==> src/rtl/vit_sched_pkg.sv <==
// Shared types and constants for the two-port Viterbi decoder scheduler.
// Sequencer state encoding, datapath widths and the default WAIT timeout.
package vit_sched_pkg;

  typedef enum logic [1:0] {
    IDLE  = 2'd0,
    START = 2'd1,
    WAIT  = 2'd2,
    RESP  = 2'd3
  } state_t;

  localparam int CODED_W         = 16;
  localparam int DECODED_W       = 8;
  localparam int DEFAULT_TIMEOUT = 64;

endpackage

==> src/rtl/rr_arb2.sv <==
// Two-way round-robin grant: a lone requester always wins; on contention
// the requester that was not served last wins.
module rr_arb2 (
  input  logic valid0,
  input  logic valid1,
  input  logic last,
  output logic grant0,
  output logic grant1
);

  always_comb begin
    grant0 = valid0 && (!valid1 || last);
    grant1 = valid1 && (!valid0 || !last);
  end

endmodule

==> src/rtl/vit_dec_arb.sv <==
// Shares one viterbi_decoder between two requesters: round-robin accept,
// single-cycle launch, bounded wait for done, response back to the owner.
//
// Handshakes: a transfer happens in any cycle where valid and ready are both
// high at the rising edge; valid never depends on ready, and a raised rsp
// valid (with its data/err) is held unchanged until its transfer.
module vit_dec_arb
  import vit_sched_pkg::*;
#(
  parameter int TIMEOUT = DEFAULT_TIMEOUT
) (
  input  logic                 clk,
  input  logic                 rst,
  input  logic                 req0_valid,
  input  logic                 req1_valid,
  input  logic [CODED_W-1:0]   req0_data,
  input  logic [CODED_W-1:0]   req1_data,
  output logic                 req0_ready,
  output logic                 req1_ready,
  output logic                 rsp0_valid,
  output logic                 rsp1_valid,
  output logic [DECODED_W-1:0] rsp0_data,
  output logic [DECODED_W-1:0] rsp1_data,
  output logic                 rsp0_err,
  output logic                 rsp1_err,
  input  logic                 rsp0_ready,
  input  logic                 rsp1_ready,
  output logic                 dec_en,
  output logic [CODED_W-1:0]   dec_data,
  input  logic [DECODED_W-1:0] dec_data_out,
  input  logic                 dec_done,
  output logic                 dec_abort,
  output logic                 busy,
  output logic [1:0]           dbg_state
);

  localparam int CNT_W = $clog2(TIMEOUT) + 1;
  localparam logic [CNT_W-1:0] CNT_LAST = CNT_W'(TIMEOUT - 1);

  state_t               state, state_next;
  logic                 last, owner;
  logic [CNT_W-1:0]     cnt;
  logic [DECODED_W-1:0] rsp_data;
  logic                 rsp_err;
  logic                 grant0, grant1;
  logic                 accept, rsp_hs, timed_out;

  rr_arb2 u_arb (
    .valid0 (req0_valid),
    .valid1 (req1_valid),
    .last   (last),
    .grant0 (grant0),
    .grant1 (grant1)
  );

  always_comb begin
    accept     = (state == IDLE) && (grant0 || grant1);
    req0_ready = (state == IDLE) && grant0;
    req1_ready = (state == IDLE) && grant1;
    rsp_hs     = owner ? rsp1_ready : rsp0_ready;
    timed_out  = (cnt == CNT_LAST);
    state_next = state;
    unique case (state)
      IDLE:    if (accept) state_next = START;
      START:   state_next = WAIT;
      WAIT:    if (dec_done || timed_out) state_next = RESP;
      RESP:    if (rsp_hs) state_next = IDLE;
      default: state_next = IDLE;
    endcase
  end

  always_ff @(posedge clk) begin
    if (rst) begin
      state      <= IDLE;
      last       <= 1'b1;
      owner      <= 1'b0;
      cnt        <= '0;
      dec_en     <= 1'b0;
      dec_abort  <= 1'b0;
      busy       <= 1'b0;
      dec_data   <= '0;
      rsp_data   <= '0;
      rsp_err    <= 1'b0;
      rsp0_valid <= 1'b0;
      rsp1_valid <= 1'b0;
    end else begin
      state     <= state_next;
      busy      <= (state_next != IDLE);
      dec_en    <= accept;
      dec_abort <= 1'b0;
      if (accept) begin
        dec_data <= grant1 ? req1_data : req0_data;
        owner    <= grant1;
        last     <= grant1;
      end
      if (state == START) cnt <= '0;
      if (state == WAIT) begin
        // done takes priority over a timeout landing in the same cycle
        if (dec_done) begin
          rsp_data   <= dec_data_out;
          rsp_err    <= 1'b0;
          rsp0_valid <= !owner;
          rsp1_valid <= owner;
        end else if (timed_out) begin
          rsp_data   <= '0;
          rsp_err    <= 1'b1;
          dec_abort  <= 1'b1;
          rsp0_valid <= !owner;
          rsp1_valid <= owner;
        end else begin
          cnt <= cnt + 1'b1;
        end
      end
      if ((state == RESP) && rsp_hs) begin
        rsp0_valid <= 1'b0;
        rsp1_valid <= 1'b0;
      end
    end
  end

  assign rsp0_data = rsp_data;
  assign rsp1_data = rsp_data;
  assign rsp0_err  = rsp_err;
  assign rsp1_err  = rsp_err;
  assign dbg_state = state;

endmodule

==> config.mk <==
export PLATFORM = sky130hd
export DESIGN_NAME = vit_dec_arb
export DESIGN_NICKNAME = d
export VERILOG_FILES = /design/src/rtl/vit_sched_pkg.sv /design/src/rtl/rr_arb2.sv /design/src/rtl/vit_dec_arb.sv
export SDC_FILE = /design/constraint.sdc
export NUM_CORES = 1
export LEC_CHECK = 0
export ABC_CLOCK_PERIOD_IN_PS = 1750
export CAP_MARGIN = 20
export CORE_UTILIZATION = 34
export CTS_BUF_LIST = sky130_fd_sc_hd__clkbuf_8 sky130_fd_sc_hd__clkbuf_16
export DETAILED_ROUTE_END_ITERATION = 8
export PLACE_DENSITY_LB_ADDON = 0.05
export SKIP_LAST_GASP = 1
export SYNTH_ARGS = -nofsm -noshare
export SYNTH_HDL_FRONTEND = slang
export SYNTH_SLANG_ARGS = --single-unit
==> constraint.sdc <==
create_clock -name clk -period 1.75 [get_ports clk]
set_input_delay 0.35 -clock clk [delete_from_list [all_inputs] [get_ports clk]]
set_output_delay 0.35 -clock clk [all_outputs]
set_load 0.01 [all_outputs]
==> flow_summary.yaml, run 1 <==
# yosys + openroad results
run_status:
  outcome: "complete, no violations"
final_timing:
  finalCritPeriodShare_pct: 96.96
  slew_violations: 0
  layout_setup_ws_ns: 0.05327
  setup_viol_count_final: 0
  rsz0062_at_grt: "false"
  min_period_ns: 1.697
  hold_slack_ns: 0.4784
  finClkSkew_ns: 0.01049
placement:
  pre_cts_slack_ns: -0.2960
  finalWeightedCongestion: 0.7458
  place_area_sq_um: 2825
finish:
  antenna-diode-count: 0
  logic_area_sq_um: 905.9
  buffer_area_share_pct: 33.95
  nets: 341
  final_common_cell: "clkdlybuf4s50_1"
  regArea_sq_um: 822.0
  clk_share_pct: 4.519
  sh_comb_area_pct: 30.57
synth:
  logic_family: "AND-OR/OR-AND gates"
  top_cell_area_share_pct: 44.06
  synthArstFlopShare_pct: 0
  synth-main-ff-cell: "dfxtp_1"
  synthAoiAreaFrac_pct: 21.09
  most_common_cell: "dfxtp_1"
  mux_share_pct: 9.402
  postSynthAreaPerCell_sq_um: 9.088
  synth_nets: 253
die:
  io_pins: 90
detailed_routing:
  wl_met3_um: 417
  via_per_inst: 4.780
  drt_drc_violations_left: 0
  wl_met2_mm: 2.044
  vias: 1740
  first_pass_iters: 4
  wl_per_cell_um: 12.09
setup_path:
  slowest_delay_ns: 0.55
  cp.depth: 2
  end_kind: "output pin"
  r2r_setup_slack_ns: 0.21
  critPathTopFamily: "buffers and inverters"
  ff2ff_path_depth: 5
  r2r_start: "cnt[0]$_SDFF_PP0_"
  r2r_end: "rsp0_valid$_SDFFE_PP0P_"
grt:
  grt_util_met2_pct: 25.91
  grt_pass1_vias: 1667
  met3_usage_pct: 7.545
  grt_max_degree: 33
  grt-busiest-layer: "met2"
  grt_overflow: 0
power_and_ir_drop:
  power.density_nw_per_um2: 883.2
  leakage_uw: 0.001103
  netSwitchingFraction_pct: 25.01
clocking:
  cts_setup_buffers: 0
  cts_max_level: 2
  cts_sinks: 41
  path_clk_slew_ns: 0.08
worst_hold_path:
  hold_class: "reg -> reg"
  min_to: "last$_SDFFE_PP1P_"
flow_run:
  tool_warnings: 27
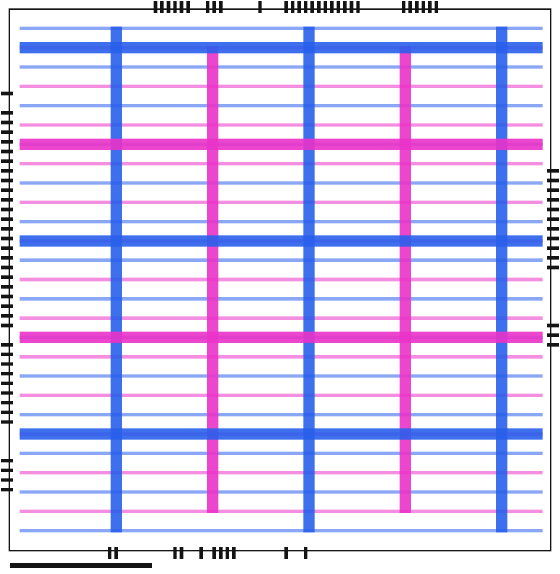
(run_1/power_grid.png)
The bar under the picture is 20 um long. Pins as bars on the die edge.
- magenta: VDD
- blue: VSS
- met4 straps: 5
- met5 straps: 5
- met1 rails: 27
- rows: 26
Die Span X: 76.03 um
Max rail drop VDD: 0.0005787 V
DIE HEIGHT: 76.03 um
Core ar.: 5205 sq um

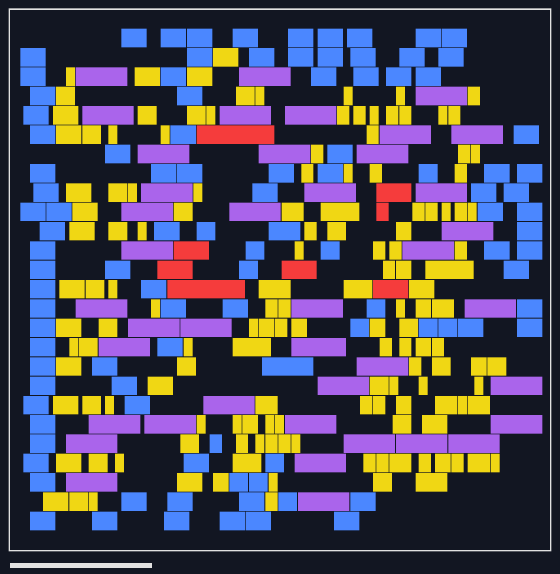
(run_1/placement_by_type.png)
The bar under the picture is 20 um long.
- red: clock drivers and dummy loads (cells 8; share of their area 4.7%)
- blue: other buffers and delay cells (cells 103; share of their area 35%)
- purple: flops (cells 41; share of their area 29%)
- yellow: combinational and other logic (cells 142; share of their area 32%)
Design Area, Final: 2963 sq um
row cnt: 26
fin util: 56.92%
sequential cell area share: 27.74%

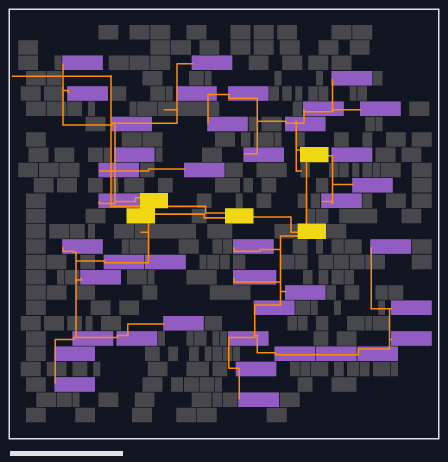
(run_1/clk_routes.png)
The bar under the picture is 20 um long.
- yellow: clock drivers (count 5)
- orange: clock wires (length 480 um)
- purple: flip-flops (count 41)
- routed clock nets: 6
Clk. pwr: 884 uW
clock share of power: 33.8%

==> inputs of run 2 (changes only) <==
--- a/config.mk
+++ b/config.mk
@@ -15,3 +15,4 @@
 export SYNTH_ARGS = -nofsm -noshare
 export SYNTH_HDL_FRONTEND = slang
 export SYNTH_SLANG_ARGS = --single-unit
+export TNS_END_PERCENT = 100
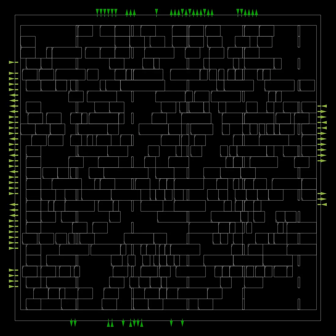
(run_2/placement.png)
final-layout fill cell count: 505
sequential cell count: 41

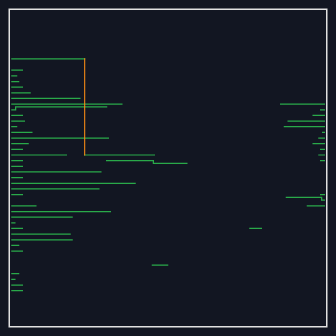
(run_2/wires.png)
Only two layers are drawn.
- orange: metal 4 (wire length 23.1 um)
- green: metal 3 (wire length 418 um)
GRT Overall Usage: 15.79%
vias after detailed routing: 1740
DR WL/cell: 12.09 um

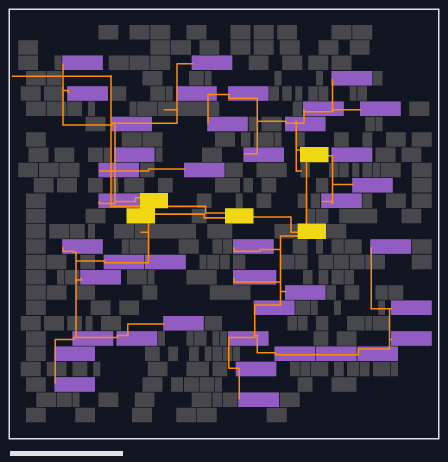
(run_2/clk_routes.png)
The bar under the picture is 20 um long.
Clock Skews: 0.01049 ns
clk_lat worst skew: 0.28 ns

==> flow_summary.yaml, run 2 <==
# yosys + openroad results
run_status:
  outcome: "complete, no violations"
grt:
  grt-busiest-layer: "met2"
  grt_max_degree: 33
  grt_util_met2_pct: 25.91
setup_path:
  r2r_start: "cnt[0]$_SDFF_PP0_"
  cp.depth: 2
  ff2ff_path_depth: 5
  r2r_end: "rsp0_valid$_SDFFE_PP0P_"
  critPathTopFamily: "buffers and inverters"
  slowest_delay_ns: 0.55
finish:
  nets: 341
  antenna-diode-count: 0
  buffer_area_share_pct: 33.95
  regArea_sq_um: 822.0
  clk_share_pct: 4.519
  post-route-util_pct: 56.92
  sh_seq_area_pct: 27.74
  logic_area_sq_um: 905.9
  sh_comb_area_pct: 30.57
clocking:
  cts_sinks: 41
  path_clk_slew_ns: 0.08
placement:
  pre_cts_slack_ns: -0.2960
  place_area_sq_um: 2825
final_timing:
  layout_setup_ws_ns: 0.05327
  slew_violations: 0
  setup_viol_count_final: 0
  finalCritPeriodShare_pct: 96.96
  hold_slack_ns: 0.4784
die:
  die_w_um: 76.03
  core_sq_um: 5205
  rows: 26
  fp.dieH_um: 76.03
power_and_ir_drop:
  power.density_nw_per_um2: 883.2
  netSwitchingFraction_pct: 25.01
  peakVddDrop_v: 0.0005787
  pwr-share-clk_pct: 33.8
synth:
  most_common_cell: "dfxtp_1"
  mux_share_pct: 9.402
  synthArstFlopShare_pct: 0
  postSynthAreaPerCell_sq_um: 9.088
  logic_family: "AND-OR/OR-AND gates"
  top_cell_area_share_pct: 44.06
  synthAoiAreaFrac_pct: 21.09
flow_run:
  tool_warnings: 27
worst_hold_path:
  hold_class: "reg -> reg"
detailed_routing:
  first_pass_iters: 4
  wl_met2_mm: 2.044
Power and IR drop assume default switching activity.
